**src/rtl/rst_sequencer_if.sv**
```systemverilog
// rst_sequencer_if: reset request and lock inputs plus sequenced reset outputs
interface rst_sequencer_if #(
   parameter int NCHAN = 4
);
   logic             trigger_reset;
   logic             pll_locked;
   logic             wdt_kick;
   logic [NCHAN-1:0] rst_out;
   logic             done;
   logic             wdt_fired;
   modport master (input trigger_reset, pll_locked, wdt_kick, output rst_out, done, wdt_fired);
   modport slave (output trigger_reset, pll_locked, wdt_kick, input rst_out, done, wdt_fired);
endinterface

```
**src/rtl/rst_sequencer.sv**
```systemverilog
// rst_sequencer: holds resets until PLL lock is stable, then releases them in index order;
// defining RST_SEQ_WATCHDOG_EN adds a RUN-state watchdog that re-aborts the sequence.
module rst_sequencer #(
   parameter int NCHAN       = 4,
   parameter int CW          = 20,
   parameter int HOLD_CYCLES = 20'hFFFFF,
   parameter int STAGE_GAP   = 128,
   parameter int WDT_CYCLES  = 24'hFFFFFF
) (
   input logic             sys_clk,
   input logic             sys_rst_n,
   rst_sequencer_if.master bus
);
   localparam int IW = NCHAN > 1 ? $clog2(NCHAN) : 1;
   localparam logic [CW-1:0] HOLD_LD = CW'(HOLD_CYCLES - 1);
   localparam logic [CW-1:0] GAP_LD = CW'(STAGE_GAP - 1);
   localparam logic [IW-1:0] LAST = IW'(NCHAN - 1);
   typedef enum logic [1:0] {ASSERT, HOLD, RELEASE, RUN} state_t;
   state_t           state, state_d;
   logic [CW-1:0]    cnt, cnt_d;
   logic [IW-1:0]    idx, idx_d;
   logic [NCHAN-1:0] rst_q, rst_d;
   logic             done_q, done_d;
   logic             lock_m, lock_s;
   logic             wdt_exp, abort;
   assign abort = bus.trigger_reset | ~lock_s | wdt_exp;
   always_ff @(posedge sys_clk or negedge sys_rst_n)
      if (!sys_rst_n) begin
         state  <= ASSERT;
         cnt    <= '0;
         idx    <= '0;
         rst_q  <= '1;
         done_q <= 1'b0;
         lock_m <= 1'b0;
         lock_s <= 1'b0;
      end else begin
         state  <= state_d;
         cnt    <= cnt_d;
         idx    <= idx_d;
         rst_q  <= rst_d;
         done_q <= done_d;
         lock_m <= bus.pll_locked;
         lock_s <= lock_m;
      end
   always_comb begin
      state_d = state;
      cnt_d   = cnt;
      idx_d   = idx;
      rst_d   = rst_q;
      done_d  = done_q;
      if (abort) begin
         state_d = ASSERT;
         idx_d   = '0;
         rst_d   = '1;
         done_d  = 1'b0;
      end else begin
         case (state)
            ASSERT: begin
               state_d = HOLD;
               cnt_d   = HOLD_LD;
            end
            HOLD: begin
               if (cnt != '0) cnt_d = cnt - 1'b1;
               else begin
                  rst_d[0] = 1'b0;
                  idx_d    = IW'(1);
                  cnt_d    = GAP_LD;
                  state_d  = NCHAN == 1 ? RUN : RELEASE;
                  done_d   = NCHAN == 1;
               end
            end
            RELEASE: begin
               if (cnt != '0) cnt_d = cnt - 1'b1;
               else begin
                  rst_d[idx] = 1'b0;
                  cnt_d      = GAP_LD;
                  state_d    = idx == LAST ? RUN : RELEASE;
                  done_d     = idx == LAST;
                  idx_d      = idx == LAST ? idx : idx + 1'b1;
               end
            end
            default: ;
         endcase
      end
   end
`ifdef RST_SEQ_WATCHDOG_EN
   localparam int WW = WDT_CYCLES > 1 ? $clog2(WDT_CYCLES) : 1;
   logic [WW-1:0] wdt;
   logic          fired;
   // a kick on the expiry cycle suppresses the abort
   assign wdt_exp = state == RUN && !bus.wdt_kick && wdt == WW'(WDT_CYCLES - 1);
   always_ff @(posedge sys_clk or negedge sys_rst_n)
      if (!sys_rst_n) begin
         wdt   <= '0;
         fired <= 1'b0;
      end else begin
         wdt   <= (bus.wdt_kick || state != RUN) ? '0 : wdt + 1'b1;
         fired <= fired | wdt_exp;
      end
   assign bus.wdt_fired = fired;
`else
   logic unused_ok;
   assign unused_ok     = ^{bus.wdt_kick, WDT_CYCLES[0]};
   assign wdt_exp       = 1'b0;
   assign bus.wdt_fired = 1'b0;
`endif
   assign bus.rst_out = rst_q;
   assign bus.done    = done_q;
endmodule

```
**src/flat_wrapper.sv**
```systemverilog
// flat-port wrapper written by rule: the top's interface ports become plain ports
module rst_sequencer_flat 
#(
   parameter int NCHAN       = 4,
   parameter int CW          = 20,
   parameter int HOLD_CYCLES = 20'hFFFFF,
   parameter int STAGE_GAP   = 128,
   parameter int WDT_CYCLES  = 24'hFFFFFF
)
  (sys_clk, sys_rst_n, bus_trigger_reset, bus_pll_locked, bus_wdt_kick, bus_rst_out, bus_done, bus_wdt_fired);
  rst_sequencer_if #(.NCHAN(NCHAN)) bus_i ();
  input logic sys_clk;
  input logic sys_rst_n;
  input wire logic [$bits(bus_i.trigger_reset)-1:0] bus_trigger_reset;
  input wire logic [$bits(bus_i.pll_locked)-1:0] bus_pll_locked;
  input wire logic [$bits(bus_i.wdt_kick)-1:0] bus_wdt_kick;
  output wire logic [$bits(bus_i.rst_out)-1:0] bus_rst_out;
  output wire logic [$bits(bus_i.done)-1:0] bus_done;
  output wire logic [$bits(bus_i.wdt_fired)-1:0] bus_wdt_fired;
  assign bus_i.trigger_reset = bus_trigger_reset;
  assign bus_i.pll_locked = bus_pll_locked;
  assign bus_i.wdt_kick = bus_wdt_kick;
  assign bus_rst_out = bus_i.rst_out;
  assign bus_done = bus_i.done;
  assign bus_wdt_fired = bus_i.wdt_fired;
  rst_sequencer #(.NCHAN(NCHAN), .CW(CW), .HOLD_CYCLES(HOLD_CYCLES), .STAGE_GAP(STAGE_GAP), .WDT_CYCLES(WDT_CYCLES)) u_core (.sys_clk(sys_clk), .sys_rst_n(sys_rst_n), .bus(bus_i));
endmodule
```
**config.mk**
```make
export PLATFORM = sky130hd
export DESIGN_NAME = rst_sequencer_flat
export DESIGN_NICKNAME = d
export VERILOG_FILES = /design/src/rtl/rst_sequencer_if.sv /design/src/rtl/rst_sequencer.sv /design/src/flat_wrapper.sv
export SDC_FILE = /design/constraint.sdc
export NUM_CORES = 1
export LEC_CHECK = 0
export ABC_AREA = 1
export CAP_MARGIN = 20
export CORE_MARGIN = 2
export CORE_UTILIZATION = 65
export CTS_CLUSTER_DIAMETER = 120
export DETAILED_ROUTE_END_ITERATION = 6
export DONT_BUFFER_PORTS = 1
export MAX_ROUTING_LAYER = met4
export PLACE_DENSITY = 0.81
export SLEW_MARGIN = 20
export SYNTH_ARGS = -nofsm -noshare
export SYNTH_HDL_FRONTEND = slang
export SYNTH_SLANG_ARGS = --single-unit
```
**constraint.sdc**
```tcl
create_clock -name sys_clk -period 3.6 [get_ports sys_clk]
set_clock_uncertainty 0.15 [all_clocks]
set_input_delay 0.72 -clock sys_clk [delete_from_list [all_inputs] [get_ports sys_clk]]
set_output_delay 0.72 -clock sys_clk [all_outputs]
set_load 0.05 [all_outputs]
```
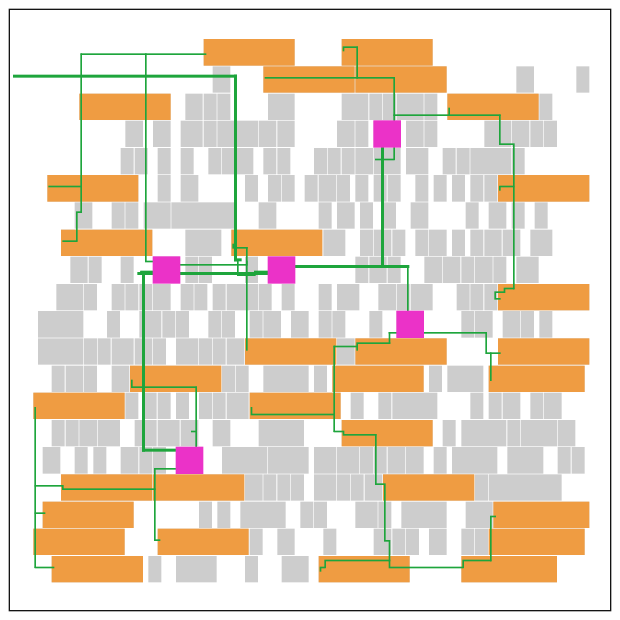
(run_1/clock_map.png)
Drawn at 10 px/um.
[cells driving clock nets] magenta | count: 5
[clock wires] green | length: 398 um
[flip-flops] orange | count: 31
routed clock nets: 6
Clock Power Share: 28.4%
clk_lat worst skew: 0.34 ns
P_clk: 203 uW

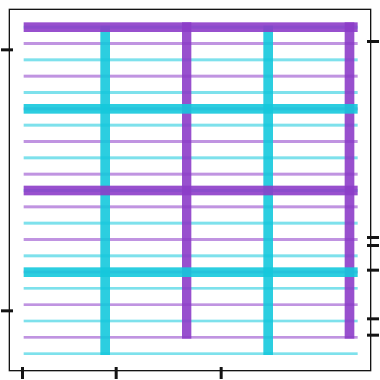
(run_1/pdn.png)
Drawn at 6 px/um. Pins as bars on the die edge.
[VSS] cyan
[VDD] purple
met1 rails: 21
signal pins: 11
Worst IR Drop VDD: 0.000210 V
die width: 60.0 um
Die Y: 60.0 um
core box area: 0.00303 sq mm

==> impl_metrics.toml, run 1 <==
# yosys + openroad results
[finish]
comb_area_share_pct = 48.8
nClkBuffers = 5
area_growth_pct = 3.68
comb_area_sq_mm = 0.00103
n_fill_cell = 265
nNonClkInverters = 45
final_layout_size_suffix_gt1_share_pct = 10.7
largest_class = "logic gates"
n_sequential_cell = 31
n_all_buffers = 1
final-clk-cell-share_pct = 2.72
regArea_sq_um = 781
finalNetCount = 295
diodes = 0
logic_gates = 196

[routing]
drt-initial-drc-count = 118
drc = 0
dr.pass1.iters = 4
wl_met1_mm = 1.72
vias_per_cell = 5.34
drt_wl_total_mm = 3.69
route.top_layer_used = "met4"
routed-wl-met2_mm = 1.70
ant_nets = 0
route.met3.wl_um = 219

[cts]
cts_buffers = 5
clk_pin_slew_ns = 0.11
cts_sinks = 31
cts_resized = 0
post-cts-setup-buffers = 0
htreeDepth = 2
hold_buffers = 1
max-clock-path-buffers = 2

[grt]
grt_pass1_wl_mm = 6.33
grt_usage_pct = 23.8
grt_pass1_vias = 1479
grt_overflow = 0
antenna_found_initial = 0
grt_start_max_net_pins = 28

[synthesis]
ys_warn_count = 0
netlist-cell-type-count = 32
synthCells = 281
synth.ff_latch_count = 31
ys_cells = 281
netlist_area_sq_mm = 0.00204
seq_area_frac_synth_pct = 38.3
yosysChipArea_sq_mm = 0.00204
fp_nets = 296

[final_timing]
setup_viol = 0
tns_ns = 0
rsz0062_at_grt = "false"
period_needed_ns = 2.16
fmax_mhz = 463
whs_ns = 0.0313
hold_viol_final = 0
drv_slew = 0

[worst_setup_path]
cp.arrival_ns = 2.25
critPathCaptureType = "flip-flop"
startpoint = "u_core.cnt[0]"
start_kind = "flip-flop"
crit_fanout = 11
critPathRequiredTime_ns = 3.69
critical_path_class = "flip-flop to flip-flop"
r2r_cells = 9
reg2reg_from = "u_core.cnt[0]"

[power_and_ir_drop]
p_leak_uw = 0.000978
power_density_mw_per_mm2 = 339

[flow_run]
warning_count = 34
drv_cap = 0

[place]
port_buffers = 0
place_congestion = 0.835
hpwl_mm = 2.63

[floorplanning]
initCoreUtil_pct = 67.3
chipArea_sq_mm = 0.00360
num_io_pins = 11
nWellTaps = 44

[status]
status = "finished clean"

[worst_hold_path]
hold_path_class = "primary input to async pin"
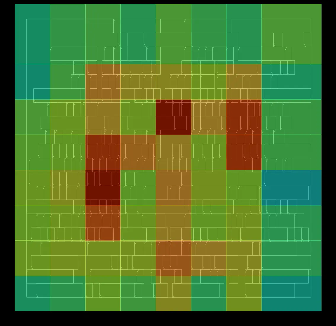
(run_1/final_congestion.png)
drt wl/cell: 11.4 um
Core Util, Final: 69.8%

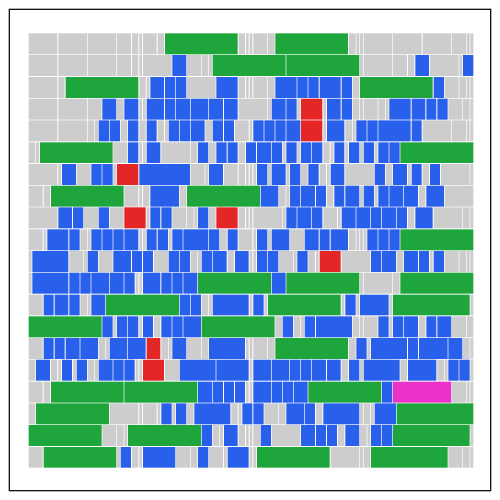
(run_1/cell_classes.png)
Drawn at 8 px/um. Fill, decap, tap and diode cells in gray.
[other buffers and delay cells] magenta | cells: 1 | share of their area: 0.97%
[flops] green | cells: 31 | share of their area: 38%
[clock drivers and dummy loads] red | cells: 8 | share of their area: 2.8%
[all other logic] blue | cells: 241 | share of their area: 58%
final instance area: 0.00211 sq mm
Seq area share: 36.9%
Row Count: 20

-- run 1: cells in the final DEF (no fill, tap or decap), types with 8 or more instances in the layout --
cell type / n
nand2_1: 72
nand3_1: 25
dfrtp_1: 27
a21oi_1: 8
ha_1: 10
nor2_1: 24
o21ai_1: 8
nand4_1: 11
o21ai_0: 12
inv_1: 43
-- run 1: flip-flops by register name, indices dropped and copies added, names as in the netlist --
| signal | cells |
|---|---|
| u_core.idx | 2 |
| u_core.cnt | 20 |
| u_core.lock_m | 1 |
| u_core.bus.done | 1 |
| u_core.bus.rst_out | 4 |
| u_core.state | 2 |
| u_core.lock_s | 1 |
-- run 1: power breakdown --
group	total (uW)	switching [uW]	internal, uW
clock	203	129	74.5
sequential	401	28.1	372
combinational	113	74.9	37.9
-- run 1: per-layer routing --
layer | global-route usage (%) | vias up
li1 | - | 897
met1 | 31.5 | 787
met2 | 37.1 | 45
met3 | 4.33 | 6
met4 | 7.30 | 0
met5 | - | -
-- run 1: final timing paths --
| kind | endpoint | slack, ns |
|---|---|---|
| max in group asynchronous | u_core.state[0] | 3.10 |
| worst min register to register | u_core.lock_s | 0.21 |
| worst min-delay path | u_core.idx[0] | 0.03 |
| min in group sys_clk | u_core.lock_s | 0.21 |
| worst max register to register | u_core.cnt[10] | 1.44 |
| worst max-delay path | u_core.cnt[10] | 1.44 |
-- run 1: metrics by stage --
stage	util (%)	instances	setup WS, ns	area (sq um)	total power (uW)
floorplan	-	281	1.79	2040	490
global placement	67.2	316	1.40	2040	509
detailed placement	67.2	316	1.43	2040	511
CTS	69.8	325	1.45	2110	723
global route	69.8	325	1.22	2110	762
finish	69.8	325	1.44	2110	717
-- run 1: critical path, cell delays in order (launching register included) --
cell     delay, ns
dfrtp_1       0.39
inv_1         0.13
ha_1          0.21
nand2_1       0.10
nor2_1        0.57
nand2_1       0.14
o21ai_0       0.18
nand2_1       0.07
o21ai_1       0.07
inv_1         0.05
-- run 1: synthesized netlist by cell type --
library cell,count,area share [%]
o211ai_1,1,0.37
nor2_1,24,4.4
conb_1,1,0.18
inv_2,2,0.37
buf_4,4,1.5
nand3_1,25,6.1
ha_1,10,6.1
buf_6,1,0.55
nor2_4,3,1.7
nand2_1,72,13
o21ai_1,8,2.0
clkbuf_1,3,0.55
a21oi_1,8,2.0
o21ai_0,12,2.9
dfrtp_1,27,33
nand3_4,1,0.86
nand2_2,2,0.61
a21boi_1,1,0.37
dfstp_2,4,5.2
inv_1,43,7.9
a22oi_1,3,1.1
xor2_1,1,0.43
nor3_1,1,0.25
or2_0,1,0.31
or2_2,1,0.31
nand3b_1,1,0.37
buf_2,1,0.25
o31ai_1,1,0.37
nand4_1,11,3.4
nor2_2,4,1.2
nand3_2,1,0.49
nor3_2,3,1.5
-- run 1: logic make-up after synthesis --
family                   count (synthesis)  synth area share, %
XOR/XNOR                                 1                0.430
AND/OR/NAND/NOR                        150                 34.7
adder cells (fa/ha/maj)                 10                 6.14
AND-OR/OR-AND                           34                 9.09
buffers and inverters                   54                 11.1
other                                    1                0.184
flip-flops                              31                 38.3
==> inputs of run 2 (changes only) <==
CORE_UTILIZATION = 57   (was 65)
PLACE_DENSITY = 0.75   (was 0.81)
clock period = 1.95 ns   (was 3.6 ns; I/O delays follow)
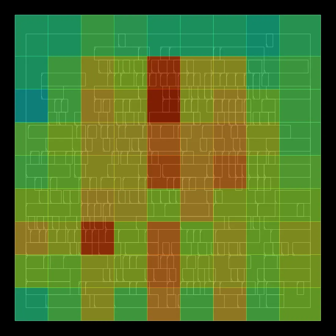
(run_2/final_congestion.png)
Core Util, Final: 64.9%
total track usage: 23.1%
GR Util met2: 35.5%
GRT met1 Usage: 30.2%

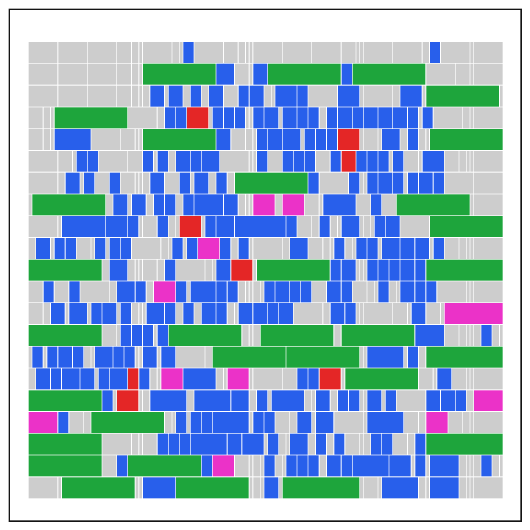
(run_2/cell_classes.png)
Drawn at 8 px/um. Fill, decap, tap and diode cells in gray.
[flops] green | cells: 31 | share of their area: 36%
[clock drivers and dummy loads] red | cells: 8 | share of their area: 2.5%
[all other logic] blue | cells: 241 | share of their area: 56%
[other buffers and delay cells] magenta | cells: 11 | share of their area: 4.7%

==> impl_metrics.toml, run 2 <==
# yosys + openroad results
[routing]
ant_nets = 0
avgRoutedWirePerCell_um = 11.8
vias = 1733
dr.pass1.iters = 4
drc = 0
vias_per_cell = 5.14
drt-initial-drc-count = 115
drt_wl_total_mm = 3.99

[finish]
regArea_sq_um = 781
final_cell_mix = "72 x nand2_1, 42 x inv_1, 27 x dfrtp_1"
top_register = "u_core.cnt"
area_growth_pct = 7.92
final_area_sq_mm = 0.00220
comb_area_sq_mm = 0.00104
final_layout_size_suffix_gt1_share_pct = 13.4
n_fill_cell = 312
finalNetCount = 305
largest_reg_flops = 20
diodes = 0
layout.cells.most_common = "nand2_1"

[grt]
grt_pass1_wl_mm = 7.11
grt_pass1_vias = 1594
antenna_found_initial = 0
grt_start_max_net_pins = 32
grt_overflow = 0

[final_timing]
setup_viol = 0
tns_ns = 0
drv_slew = 0
hold_viol_final = 0
period_needed_ns = 1.79
rsz0062_at_grt = "false"
setup_slack_ns = 0.163
fmax_mhz = 559

[power_and_ir_drop]
finalPower_uw = 1350
power_density_mw_per_mm2 = 612
peakVddDrop_v = 0.000562
p_leak_uw = 0.00103

[synthesis]
synthCells = 281
synth-edff-count = 0
synth_top_cell_by_count = "nand2_1"
synth_area_leader_cell = "dfrtp_1"
synth.ff_latch_count = 31
ys.flop_type = "dfrtp_1"
fp_nets = 296
ys_cells = 281
top_area_share_pct = 33.1
ys_warn_count = 0
common_cells = "72 x nand2_1, 43 x inv_1, 27 x dfrtp_1"
seq_area_frac_synth_pct = 38.3
async_flop_share_pct = 100
yosysChipArea_sq_mm = 0.00204
synthTopCellsByArea = "dfrtp_1 33%, nand2_1 13%, inv_1 7.9%"
netlist_area_sq_mm = 0.00204
netlist-cell-type-count = 32

[floorplanning]
die_height_um = 63.8
chipArea_sq_mm = 0.00407
core_area_sq_mm = 0.00339
core.rowCount = 21
initCoreUtil_pct = 60.1
num_io_pins = 11
die_w_um = 63.8

[worst_setup_path]
reg2reg_from = "u_core.cnt[8]"
startpoint = "u_core.cnt[8]"
start_kind = "flip-flop"
critPathRequiredTime_ns = 2.05
critPathCaptureType = "flip-flop"
r2r_cells = 8
critical_path_class = "flip-flop to flip-flop"
cp.arrival_ns = 1.89
crit_fanout = 9
r2r-end = "u_core.cnt[8]"

[place]
dpl_cell_area_sq_mm = 0.00210
port_buffers = 0
dp_slack_ns = 0.0903
hpwl_mm = 2.83

[cts]
cts_tree = "done"
clk_pin_slew_ns = 0.11
cts_buffers = 5
post-cts-setup-buffers = 0
cts_sinks = 31
htreeDepth = 2
max-clock-path-buffers = 2
clock_latency_ns = 0.34

[worst_hold_path]
hold_path_class = "primary input to flip-flop"
hold_path_end = "u_core.bus.rst_out[3]"

[flow_run]
warning_count = 34
drv_cap = 0

[status]
status = "finished clean"
run 2: cell counts after synthesis:
Identical to the previous run, type by type.
run 2: stage by stage:
stage | std cells | hold slack [ns] | utilization (%)
final | 337 | 0.172 | 64.9
after global routing | 337 | 0.168 | 64.9
after CTS | 337 | 0.166 | 64.7
after detailed placement | 326 | -0.0545 | 61.9
after global placement | 326 | -0.0546 | 61.9
after floorplan | 281 | -0.0556 | -
run 2: power by group:
group,switching (uW),internal (uW),leakage [uW]
Clock,246,139,0.0000282
Sequential,49.5,688,0.000324
Combinational,145,79.7,0.000675
Total,440,906,0.00103
run 2: metal layers:
layer	track usage [%]	vias up	wire length, um
met5	-	-	0
met4	6.79	0	54
met3	5.81	5	131
met2	35.5	26	1880
met1	30.2	793	1920
li1	-	909	-
run 2: cell type report:
class / instances / area share (%)
multi-input cells: 196 / 47.2
inverters: 45 / 7.68
well taps: 46 / 2.62
repair buffers: 11 / 4.55
clock buffers: 6 / 1.88
flip-flops and latches: 31 / 35.5
clock inverters: 2 / 0.569
run 2: cell families after synthesis:
logic type	after synthesis	synth area share [%]
simple gates	150	34.7
compound gates	34	9.09
other cells	1	0.184
flops	31	38.3
xor+xnor	1	0.430
buf+inv	54	11.1
fa+ha+maj	10	6.14
run 2: worst max-delay path by stage:
stage / endpoint / slack, ns
2_1_floorplan: u_core.cnt[11] / 0.24
3_3_place_gp: u_core.bus.done / 0.15
3_5_place_dp: u_core.bus.done / 0.09
4_1_cts: u_core.bus.done / 0.08
5_1_grt: u_core.cnt[8] / 0.01
6_report: u_core.cnt[8] / 0.16
run 2: worst max-delay path: stages (launching register included):
cell and delay (ns):
dfrtp_1 0.45, nor2_2 0.21, nand2_2 0.10, nor2_4 0.19, nand3_2 0.25, nand3_1 0.16, nand2_1 0.05, o21ai_0 0.07
inv_1 0.05
run 2: what timing repair did:
| action | 4_1_cts | 5_1_grt |
|---|---|---|
| hold buffers | 3 | 0 |
| hold endpoints to repair | 32 | 0 |
| gates resized | 0 | 3 |
| endpoints found under the setup margin | 0 | 4 |
==> inputs of run 3 (changes only) <==
CORE_UTILIZATION = 54   (was 57)
DONT_BUFFER_PORTS = unset   (was 1)
PLACE_DENSITY = 0.76   (was 0.75)
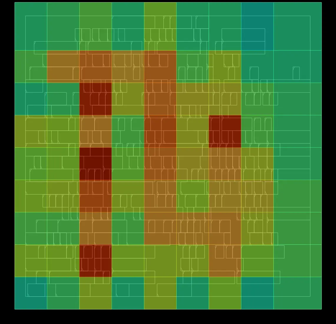
(run_3/final_congestion.png)
total track usage: 21.5%
GRT met1 Usage: 27.0%
drt wl/cell: 11.5 um
GR Util met2: 35.5%

==> impl_metrics.toml, run 3 <==
# yosys + openroad results
[cts]
clock_latency_ns = 0.27
htreeDepth = 2
cts_buffers = 5
clk_pin_slew_ns = 0.06
max-clock-path-buffers = 2
cts_tree = "done"
cts_sinks = 31
post-cts-setup-buffers = 0

[finish]
finalNetCount = 313
top_register = "u_core.cnt"
area_growth_pct = 15.1
fin_cells = 347
n_fill_cell = 317
comb_area_sq_mm = 0.00104
largest_reg_flops = 20
final_cell_mix = "72 x nand2_1, 43 x inv_1, 27 x dfrtp_1"
final_layout_size_suffix_gt1_share_pct = 14.4
diodes = 0

[routing]
drc = 0
vias_per_cell = 5.12
drt-initial-drc-count = 80
drt_wl_total_mm = 3.99
dr.pass1.iters = 4

[worst_setup_path]
critPathCaptureType = "flip-flop"
crit_fanout = 11
cp.arrival_ns = 1.82
critPathRequiredTime_ns = 1.96
critical_path_class = "flip-flop to flip-flop"

[power_and_ir_drop]
power_density_mw_per_mm2 = 627
intPower_uw = 1040
p_leak_uw = 0.00110
peakVddDrop_v = 0.000431
finalPower_uw = 1470
switching_share_pct = 29.4
p_switching_uw = 432

[floorplanning]
chipArea_sq_mm = 0.00428
die_height_um = 65.4
core.rowCount = 22
die_w_um = 65.4
initCoreUtil_pct = 56.1
num_io_pins = 11

[synthesis]
xor_share_pct = 0.430
synth_top_cell_by_count = "nand2_1"
synth.ff_latch_count = 31
synth-edff-count = 0
seq_area_frac_synth_pct = 38.3
synthAoiAreaFrac_pct = 9.09
common_cells = "72 x nand2_1, 43 x inv_1, 27 x dfrtp_1"
synthTopCellsByArea = "dfrtp_1 33%, nand2_1 13%, inv_1 7.9%"
async_flop_share_pct = 100
netlist-cell-type-count = 32
synthCells = 281
synth_area_leader_cell = "dfrtp_1"
mux_area_share_pct = 0

[final_timing]
period_needed_ns = 1.82
whs_ns = 0.205
drv_slew = 0
hold_viol_final = 0

[grt]
antenna_found_initial = 0
grt_pass1_wl_mm = 6.98
grt_pass1_vias = 1634

[place]
dp.cells = 339

[worst_hold_path]
hold_path_class = "flip-flop to flip-flop"

[status]
status = "finished clean"

[flow_run]
drv_cap = 0
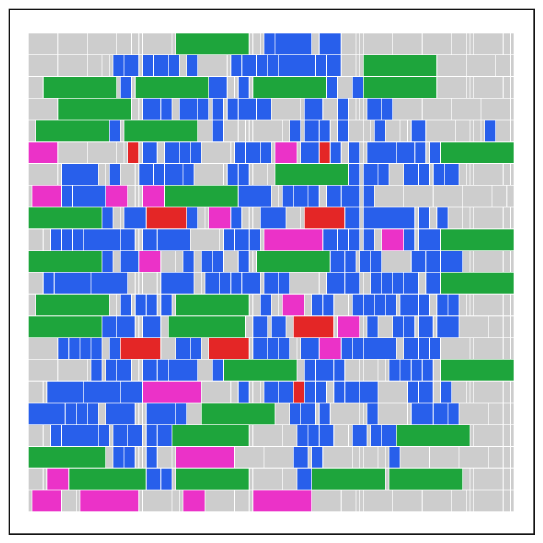
(run_3/cell_classes.png)
Drawn at 8 px/um. Fill, decap, tap and diode cells in gray.
[other buffers and delay cells] magenta | cells: 19 | share of their area: 9.3%
[clock drivers and dummy loads] red | cells: 8 | share of their area: 3.5%
[all other logic] blue | cells: 241 | share of their area: 53%
[flops] green | cells: 31 | share of their area: 34%
Core Util, Final: 64.6%
core box area: 0.00363 sq mm

-- run 3: cell counts after synthesis --
Identical to the previous run, type by type.
-- run 3: per-layer routing --
metal	track usage (%)	share of wire (%)	wire length, um
met3	3.25	2.3	93
met1	27.0	48	1930
met2	35.5	48	1930
met5	-	0	0
met4	8.07	0.78	31
-- run 3: final timing paths --
path                               start                     to  slack [ns]  depth (start not counted)
hold / removal             u_core.lock_m          u_core.lock_s        0.20                          0
max in group asynchronous      sys_rst_n  u_core.bus.rst_out[3]        0.96                          2
hold reg to reg            u_core.lock_m          u_core.lock_s        0.20                          0
min in group asynchronous      sys_rst_n         u_core.cnt[11]        0.36                          2
setup / recovery           u_core.cnt[0]          u_core.cnt[8]        0.13                         10
setup reg to reg           u_core.cnt[0]          u_core.cnt[8]        0.13                         10
-- run 3: metrics by stage --
stage                     instance area, sq um  setup WS (ns)  TNS (ns)
after CTS                                 2330         0.0596         0
after global routing                      2350         0.0243         0
after detailed placement                  2250        -0.0323   -0.0378
after floorplan                           2040          0.243         0
final                                     2350          0.133         0
after global placement                    2250        -0.0137   -0.0137
-- run 3: kinds of logic after synthesis --
group,count (synthesis)
adder cells (fa/ha/maj),10
AND/OR/NAND/NOR,150
buffers and inverters,54
flip-flops,31
XOR/XNOR,1
other,1
AND-OR/OR-AND,34
-- run 3: area by class of cell --
cell class,count,share of cell area (%)
clock buffer,8,3.41
multi-input combinational,196,44.5
timing repair buffer,19,9.07
sequential,31,33.3
tap,48,2.56
inverter,45,7.20
-- run 3: power by group through the flow --
stage	Clock (uW)	Combinational, uW	Sequential (uW)
after floorplan	0	164	741
after global placement	0	250	738
after detailed placement	0	260	739
after CTS	497	260	728
after global routing	533	292	733
final	481	261	729
-- run 3: critical path: stages (launching register included) --
cell	delay [ns]
dfrtp_1	0.35
inv_1	0.10
ha_1	0.24
nand2_1	0.12
nor2_1	0.06
buf_4	0.17
or2_2	0.27
nand3_1	0.07
nand2_1	0.05
o21ai_0	0.07
inv_1	0.05
-- run 3: timing repair --
action                                  in CTS  in global routing
endpoints found under the setup margin       0                  7
resized                                      0                  3
hold buffers                                 0                  0
Power is estimated from default activity; no workload was simulated.
